### config.mk
export PLATFORM = sky130hd
export DESIGN_NAME = alu_seg_display
export DESIGN_NICKNAME = d
export VERILOG_FILES = /design/src/rtl/alu_disp_pkg.sv /design/src/rtl/alu_seg_display_seg7_decode.sv /design/src/rtl/alu_seg_display.sv
export SDC_FILE = /design/constraint.sdc
export NUM_CORES = 1
export LEC_CHECK = 0
export CAP_MARGIN = 20
export CORE_MARGIN = 2
export CORE_UTILIZATION = 45
export CTS_BUF_LIST = sky130_fd_sc_hd__clkbuf_4
export DETAILED_ROUTE_END_ITERATION = 10
export GPL_TIMING_DRIVEN = 0
export PLACE_DENSITY = 0.71
export SLEW_MARGIN = 10
export SYNTH_ARGS = -nofsm -noshare
export SYNTH_HDL_FRONTEND = slang
export SYNTH_SLANG_ARGS = --single-unit
### constraint.sdc
create_clock -name clk -period 2.8 [get_ports clk]
set_clock_uncertainty 0.15 [all_clocks]
set_input_delay 0.28 -clock clk [delete_from_list [all_inputs] [get_ports clk]]
set_output_delay 0.28 -clock clk [all_outputs]
set_load 0.02 [all_outputs]
### src/rtl/alu_disp_pkg.sv
// Shared types and constants for the ALU result display: state encoding,
// blank/minus patterns and the active-low seven-segment code table.
package alu_disp_pkg;

  typedef enum logic [1:0] {
    EMPTY = 2'd0,
    SHOW  = 2'd1,
    OVF   = 2'd2
  } disp_state_e;

  localparam logic [7:0] SEG_BLANK = 8'hFF;
  localparam logic [7:0] SEG_MINUS = 8'hBF;

  // Entry n is the pattern for hex digit n (bit0=a .. bit6=g, bit7=dp, active-low).
  localparam logic [15:0][7:0] SEG_TABLE = {
    8'h8E, 8'h86, 8'hA1, 8'hC6, 8'h83, 8'h88, 8'h90, 8'h80,
    8'hF8, 8'h82, 8'h92, 8'h99, 8'hB0, 8'hA4, 8'hF9, 8'hC0
  };

  // Absolute value of a 4-bit two's complement number; -8 maps to 4'b1000.
  function automatic logic [3:0] magnitude(input logic [3:0] res);
    magnitude = res[3] ? 4'(~res + 4'd1) : res;
  endfunction

endpackage

### src/rtl/alu_seg_display_seg7_decode.sv
// Combinational nibble to active-low seven-segment pattern lookup.
module seg7_decode
  import alu_disp_pkg::*;
(
  input  logic [3:0] nibble_i,
  output logic [7:0] seg_o
);

  assign seg_o = SEG_TABLE[nibble_i];

endmodule

### src/rtl/alu_seg_display.sv
// Captures an ALU result on a synchronized button strobe and shows sign,
// magnitude and raw hex digits; value digits blink while the result overflowed.
// Optional history digit of the previous magnitude: define ALU_DISP_HIST_EN.
module alu_seg_display
  import alu_disp_pkg::*;
#(
  parameter int BLINK_W = 24
) (
  input  logic       clk,
  input  logic       rst_n,
  input  logic       i_valid,
  input  logic       i_clr,
  input  logic [3:0] i_res,
  input  logic       i_cout,
  input  logic       i_overflow,
  output logic [7:0] o_seg_sign,
  output logic [7:0] o_seg_mag,
  output logic [7:0] o_seg_hex,
  output logic [7:0] o_seg_prev,
  output logic       o_led_cout,
  output logic       o_led_ovf
);

  logic               sync1_q, sync2_q, dly_q;
  logic               cap;
  disp_state_e        state_q;
  logic [3:0]         res_q;
  logic               cout_q, ovf_q;
  logic [BLINK_W-1:0] presc_q;
  logic [3:0]         mag_nib;
  logic [7:0]         mag_seg, hex_seg;
  logic               shown, blink_off;

  // i_valid is an asynchronous button level: two flops to resolve metastability,
  // a third to detect the rising edge.
  always_ff @(posedge clk or negedge rst_n) begin
    if (!rst_n) begin
      sync1_q <= 1'b0;
      sync2_q <= 1'b0;
      dly_q   <= 1'b0;
    end else begin
      sync1_q <= i_valid;
      sync2_q <= sync1_q;
      dly_q   <= sync2_q;
    end
  end

  assign cap = sync2_q & ~dly_q;

  always_ff @(posedge clk or negedge rst_n) begin
    if (!rst_n) begin
      state_q <= EMPTY;
      res_q   <= 4'd0;
      cout_q  <= 1'b0;
      ovf_q   <= 1'b0;
    end else if (i_clr) begin
      state_q <= EMPTY;
    end else if (cap) begin
      state_q <= i_overflow ? OVF : SHOW;
      res_q   <= i_res;
      cout_q  <= i_cout;
      ovf_q   <= i_overflow;
    end
  end

  // Restarting on capture makes the first blink phase after a new value "on".
  always_ff @(posedge clk or negedge rst_n) begin
    if (!rst_n) begin
      presc_q <= '0;
    end else if (cap) begin
      presc_q <= '0;
    end else begin
      presc_q <= presc_q + BLINK_W'(1);
    end
  end

  assign mag_nib   = magnitude(res_q);
  assign shown     = (state_q != EMPTY);
  assign blink_off = (state_q == OVF) && presc_q[BLINK_W-1];

  seg7_decode u_dec_mag (
    .nibble_i (mag_nib),
    .seg_o    (mag_seg)
  );

  seg7_decode u_dec_hex (
    .nibble_i (res_q),
    .seg_o    (hex_seg)
  );

  always_comb begin
    o_seg_sign = SEG_BLANK;
    o_seg_mag  = SEG_BLANK;
    o_seg_hex  = SEG_BLANK;
    if (shown) begin
      o_seg_hex = hex_seg;
      if (!blink_off) begin
        o_seg_sign = res_q[3] ? SEG_MINUS : SEG_BLANK;
        o_seg_mag  = mag_seg;
      end
    end
  end

  assign o_led_cout = shown & cout_q;
  assign o_led_ovf  = shown & ovf_q;

`ifdef ALU_DISP_HIST_EN
  logic [3:0] prev_nib_q;
  logic       prev_vld_q;
  logic [7:0] prev_seg;

  // History keeps the steady magnitude pattern, independent of blink phase;
  // capturing out of EMPTY records a blank digit.
  always_ff @(posedge clk or negedge rst_n) begin
    if (!rst_n) begin
      prev_nib_q <= 4'd0;
      prev_vld_q <= 1'b0;
    end else if (i_clr) begin
      prev_vld_q <= 1'b0;
    end else if (cap) begin
      prev_nib_q <= mag_nib;
      prev_vld_q <= shown;
    end
  end

  seg7_decode u_dec_prev (
    .nibble_i (prev_nib_q),
    .seg_o    (prev_seg)
  );

  assign o_seg_prev = prev_vld_q ? prev_seg : SEG_BLANK;
`else
  assign o_seg_prev = SEG_BLANK;
`endif

endmodule

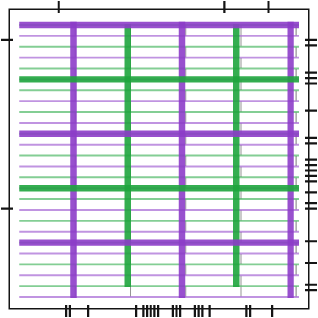
(images/floorplan.png)
(4 px per um) Pins as bars on the die edge. Tap cells in gray.
| net | color |
|---|---|
| VSS | purple |
| VDD | green |
met5 straps: 5
rows: 25
met4 straps: 5
tap cells: 67
DIE HEIGHT: 74.47 um
width of the chip: 74.47 um
worst vdd rail ir drop: 0.4511 mV
area of the core region: 4755 um^2

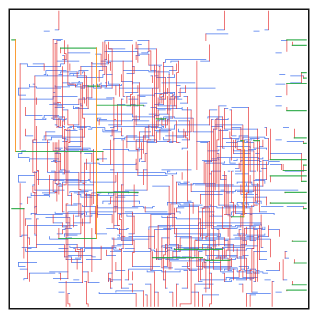
(images/layers.png)
(4 px per um)
| layer | color | wire length |
|---|---|---|
| M3 | green | 186 um |
| M4 | orange | 94.5 um |
| M2 | red | 2280 um |
| M1 | blue | 2150 um |

==> run notes <==
Here are the numbers from the latest Yosys + OpenROAD run.

The iteration count of the initial detailed-routing pass came out at 4. The instance count of the mapped netlist came out at approximately 250. The final timing report lists a max-slew violation count of 0.

The via count of the first global-routing pass is 1764. The initial cell density of the core is 47.00%. Along the worst path, the maximum fanout reaches 6.

The register share of total power came out at a little over two fifths. The area of combinational cells with multiple inputs came out at 1279 um^2. The sum of internal, switching and leakage power came out at 0.001384 W. The register with the most flip-flops in the layout has 24 of them. The total of warnings raised by yosys is 0. The pre-CTS worst setup slack came out at -394.0 ps. The depth of the worst register-to-register path is 5. The total half-perimeter wirelength after legalization and detailed placement came out at 3289 um. The largest net degree at the start of global routing came out at 36. The busiest layer in global routing is met2. Per the layout area report, the combinational fraction of cell area is a little under half. The register area share after synthesis came out at between 30% and 40%. The checks that failed: setup timing.

The power per cell area came out at 499.1 nW/um^2. The switching power summed over all nets came out at 0.0005167 W. The transition at the pin with the smallest max-transition slack is 751.4 ps. The mean routed wirelength per cell came out at 12.76 um. The area share of xor/xnor cells in the synthesized design is 4.703%. The count of final setup violators came out at 1. The timing report gives the clock slew at the launch and capture registers of the worst setup and hold paths as 100 ps. The met3 usage came out at under 10%.

In this run the core area contains 25 standard-cell rows. The final antenna-violating net count is 0. The sequential-cell power consumption came out at 0.000592 W. The clock net sink count came out at 35. The worst hold-check slack came out at 218.1 ps. The required time at the endpoint of the critical path is approximately 2400 ps. In this run switching power makes up 37.34% of total power. The arithmetic-cell share of the synthesized area counting full adders, half adders and majority gates came out at under 10%. Of the post-synthesis cell area, the part taken by muxes is under 10%.

The number of resized instances in the post-cts repair step came out at 32. Hold analysis lists the worst path endpoint as sync2_q$_DFF_PN0_. TritonCTS built the clock tree. Looking at the critical path, the single cell with the biggest stage delay is dfrtp_2.

The number of buffers and inverters on the critical path is 3. The synthesis report gives the async set-or-reset register share as 100.0%. Of all the cell area in the finished design, the clock network holds 1.895%. The longest incremental delay of any stage on the critical path is reported as 410 ps. The overall die area is about 5500 um^2. The simple-gate share of the synthesized area is 23.07%. Hold analysis shows the worst path with a depth of 0. The final net count is 322. Using the TritonRoute via totals, the vias-per-cell ratio works out to 5.198.

Of all cell types, the one taking the most synthesized area is dfrtp_1. The clock reaches the later pin of the worst-skew pair after around 340 ps. The number of port buffers is 26. According to the cell report, the number of logic gates is ~190. The chip area in the Yosys report came out at 2235 um^2. Per the layout area report, the register area comes to 878.3 um^2. Walking the worst path, the cells encountered are clkinvlp_4 -> ha_4 -> nand2_1 -> o21a_1 -> inv_2 -> ha_4 -> a31oi_1 -> o31ai_1 -> a21bo_2 -> buf_2. The buffer depth of the longest clock path came out at 2. The timing endpoint of the critical path is o_seg_mag[3]. The tightest slew margin relative to the limit is 49.91%.

The number of antenna violations at the first check in global routing was 0. The run finished, with violations left. The internal power summed over all cells is 0.0008672 W.

Setup repair after global routing could not meet its margin everywhere. The detailed-route via count is 1918. The DRC violation total left in the routed layout is recorded as 0. The repair_antennas step left the layout with diodes totalling 0.

The number of maximum-capacitance violations is 0. The power share of the clock group came out at 18.7%. The worst setup path is launched from a flop. In the power breakdown, the biggest contributor is registers. The critical path capture point type is an output pin. The critical path starts at res_q[0]$_DFFE_PN0P_. Among all flip-flop cells after synthesis, the most frequent one is dfrtp_1.

The count of pins on the block boundary is 44. For the worst reg-to-reg path, the endpoint reported by OpenROAD is presc_q[22]$_DFF_PN0_. Of the post-synthesis cell area, the dominant cell type holds 39.19%. The total number of H-tree levels is 2.

After its last routability iteration, the placer logged a weighted congestion of between 0.9 and 1. The number of well taps is 67. The tool warning count is 34. The cell family contributing the most delay on the critical path is AND-OR/OR-AND gates. The synthesized area per cell came out at 9.121 um^2.

The final layout contains a sequential cell count of 35. For the worst reg-to-reg path, the startpoint reported by OpenROAD is presc_q[0]$_DFF_PN0_. Derived from the worst setup path, the maximum achievable clock frequency is around 350 MHz. The share of total power dissipated in combinational logic is between 30% and 40%. The total CTS buffers came out at 5. The count of buffers added by post-CTS timing repair for setup is 5. After routing, the total negative slack on setup checks comes to -24.37 ps. Of the total synthesized cell area, the portion taken by AND-OR and OR-AND cells is between 10% and 20%.

The aggregate global-route resource usage is 18.22%. From synthesis to final layout, the design area changed by 24.08%. The final design utilization is 58.32%. The netlist area before placement is 2235 um^2. The tree is rooted in a clkbuf_4.

The slack of the worst reg-to-reg path is 780 ps. The most frequent cell after synthesis is dfrtp_1. The worst setup path is of the flop to output pin kind.

The final layout report lists a clock buffer count of 5. The number of logic stages on the critical path including buffering is 10. Power attributed to the clock group is 0.000259 W. Per the layout report, the design carries 58 non-clock buffers.

The setup slack after layout is -24.37 ps. The largest register by flop count is presc_q.
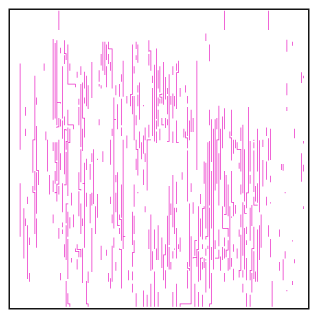
(images/m2.png)
(4 px per um)
nets with wire on the layer: 258
share of all routed wire: 48%
wire length on this layer: 2280 um
longest straight run: 35.0 um
main direction: vertical
met2 track demand over resource: 30.68%
Final Routed Wirelength: 4710 um

[routing by layer]
layer	wire length [um]	part of all wire [%]	vias to the layer above
met5	0	0	-
met4	94	2.0	0
met3	185	3.9	9
met2	2276	48	41
met1	2154	46	895
li1	-	-	973
[placed cells by master, fill, tap and decap left out, drive strengths merged, types with 12 or more instances in the layout]
| master | netlist | final |
|---|---|---|
| o21ai | 16 | 16 |
| clkdlybuf4s50 | 0 | 16 |
| dfrtp | 35 | 35 |
| buf | 18 | 29 |
| conb | 1 | 17 |
| nand2 | 21 | 21 |
| nor2 | 23 | 23 |
| clkbuf | 7 | 15 |
| a21oi | 12 | 12 |
[per-stage QoR]
step | instances | area (um^2)
after global placement | 354 | 2639
after floorplan | 261 | 2295
final | 369 | 2773
after global routing | 369 | 2773
after detailed placement | 354 | 2634
after CTS | 368 | 2751
Power is estimated from default activity; no workload was simulated.
